File: config.mk
export PLATFORM = sky130hd
export DESIGN_NAME = sdram_device_model_bank
export DESIGN_NICKNAME = d
export VERILOG_FILES = /design/src/rtl/sdram_device_model_bank.sv
export SDC_FILE = /design/constraint.sdc
export NUM_CORES = 1
export LEC_CHECK = 0
export ABC_AREA = 1
export CAP_MARGIN = 10
export CORE_AREA = 2 2 39 41
export DETAILED_ROUTE_END_ITERATION = 10
export DIE_AREA = 0 0 41 43
export PLACE_DENSITY = 0.39
export SKIP_LAST_GASP = 1
export SYNTH_ARGS = -nofsm -noshare
export SYNTH_HDL_FRONTEND = slang
export SYNTH_SLANG_ARGS = --single-unit
File: constraint.sdc
create_clock -name clk -period 0.9 [get_ports clk]
set_input_delay 0.18 -clock clk [delete_from_list [all_inputs] [get_ports clk]]
set_output_delay 0.18 -clock clk [all_outputs]
set_load 0.03 [all_outputs]
File: src/rtl/sdram_device_model_bank.sv
// sdram_device_model_bank: per-bank open flag, row register and tRCD down-counter
module sdram_device_model_bank #(
    parameter int ROW_BITS = 2,
    parameter int TRCD     = 2
) (
    input  logic                clk,
    input  logic                rst_n,
    input  logic                en,
    input  logic                act,
    input  logic                close,
    input  logic [ROW_BITS-1:0] row_in,
    output logic                is_open,
    output logic [ROW_BITS-1:0] row,
    output logic                ready
);
    localparam int CW = TRCD > 1 ? $clog2(TRCD) : 1;

    logic [CW-1:0] cnt;

    always_ff @(posedge clk or negedge rst_n) begin
        if (!rst_n) begin
            is_open <= 1'b0;
            row     <= '0;
            cnt     <= '0;
        end else if (en) begin
            if (act) begin
                is_open <= 1'b1;
                row     <= row_in;
                cnt     <= CW'(TRCD - 1);
            end else begin
                if (close) is_open <= 1'b0;
                if (cnt != '0) cnt <= cnt - CW'(1);
            end
        end
    end

    assign ready = cnt == '0;
endmodule

==> images/power_grid.png <==
Bar = 10 um. Pins as bars on the die edge. Tap cells in gray.
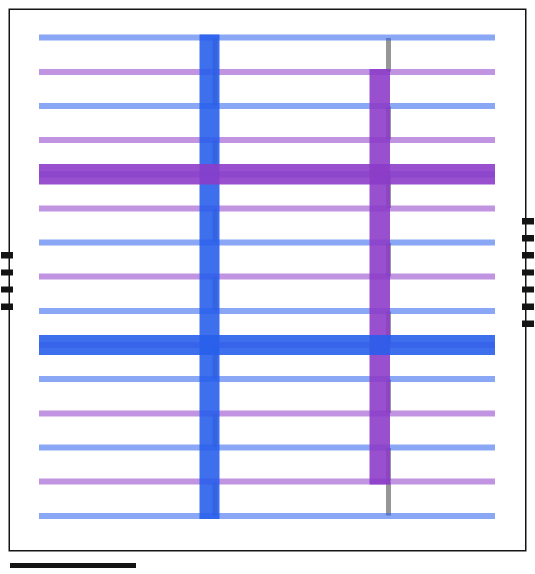
color	net
purple	VDD
blue	VSS
signal pins	11
met1 rails	15
Worst VDD drop: 0.3667 mV
Die H: 43 um

==> images/placement_by_type.png <==
Bar = 10 um.
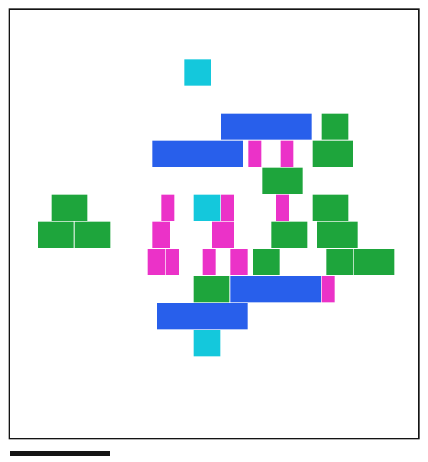
color	class	cells
blue	flops	4
magenta	combinational and other logic	12
green	other buffers and delay cells	13
cyan	clock drivers	3

==> results.sh <==
# flow metrics
export IMPL_design_area_um2=321.6
export IMPL_drt_first_pass_iters=2
export IMPL_cts_buffers=3
export IMPL_busiest_layer="met4"
export IMPL_fin_ws_ns=-0.04714
export IMPL_setup_violations=4
export IMPL_buffers=13
export IMPL_wl_met2_um=139
export IMPL_power_group_top="the clock network"
export IMPL_postCtsSetupBuffers=1
export IMPL_reg2reg_from="row[1]"
export IMPL_synthAdderAreaFrac_pct=0
export IMPL_syn_nets=23
export IMPL_path_cells="inv_2 > buf_6"
export IMPL_failed_checks="setup timing"
export IMPL_min_period_over_period_pct=105.2
export IMPL_area_growth_pct=112.4
export IMPL_ys_types=6
export IMPL_dr_total_vias=161
export IMPL_wl_met1_um=190
export IMPL_final_cell_mix="nand2_1 (7), clkdlybuf4s50_1 (6), dfrtp_1 (4), buf_6 (4)"
export IMPL_viasPerCell=3.354
export IMPL_setup_tns_final_ns=-0.1421
export IMPL_rsz0062_at_grt="yes"
export IMPL_status="finished with violations"
export IMPL_drc=0
export IMPL_inverters_excl_clock=1
export IMPL_crit_fanout=2
export IMPL_start_kind="register"
export IMPL_comb_area_share_pct=14.79
export IMPL_drt_iter0_markers=3
export IMPL_use_met3_pct=3.665
export IMPL_nNetsFinal=41
export IMPL_max_stage_delay_ns=0.36
export IMPL_fp_util_pct=10.94
export IMPL_antenna_found_initial=0
export IMPL_grt_max_degree=6
export IMPL_dr_max_layer_used="met3"
export IMPL_track_usage_pct=5.930
export IMPL_clkPwrFrac_pct=36.1
export IMPL_largest_reg_flops=2
export IMPL_topCombFamilyByArea="simple AND/OR/NAND/NOR gates"
export IMPL_n_fill_cell=152
export IMPL_grt_pass1_wl_um=600
export IMPL_cp_buffers_inverters=2
export IMPL_ys_chip_area_um2=151.4
export IMPL_ys_seq_share_pct=66.12
export IMPL_clockRootBuffer="clkbuf_4"
export IMPL_leakage_nw=0.1576
-- worst reg2reg max path, delay by kind of cell, from the launching register on --
family	cells	cell delay [ns]
buf+inv	1	0.14
flops	1	0.38
simple gates	2	0.09
-- through the flow --
step	hold slack (ns)	utilization (%)	instances
3_5_place_dp	0.4009	18.90	42
3_3_place_gp	0.3998	18.90	42
2_1_floorplan	-0.1156	-	16
6_report	0.1550	23.24	48
5_1_grt	0.1696	23.24	48
4_1_cts	0.1504	22.15	46
-- cells in the mapped netlist --
library cell,number,area [um2]
nand3_1,2,10.01
o21ai_0,1,5.000
inv_1,1,3.750
nand2_1,7,26.28
nand2_2,1,6.260
dfrtp_1,4,100.1
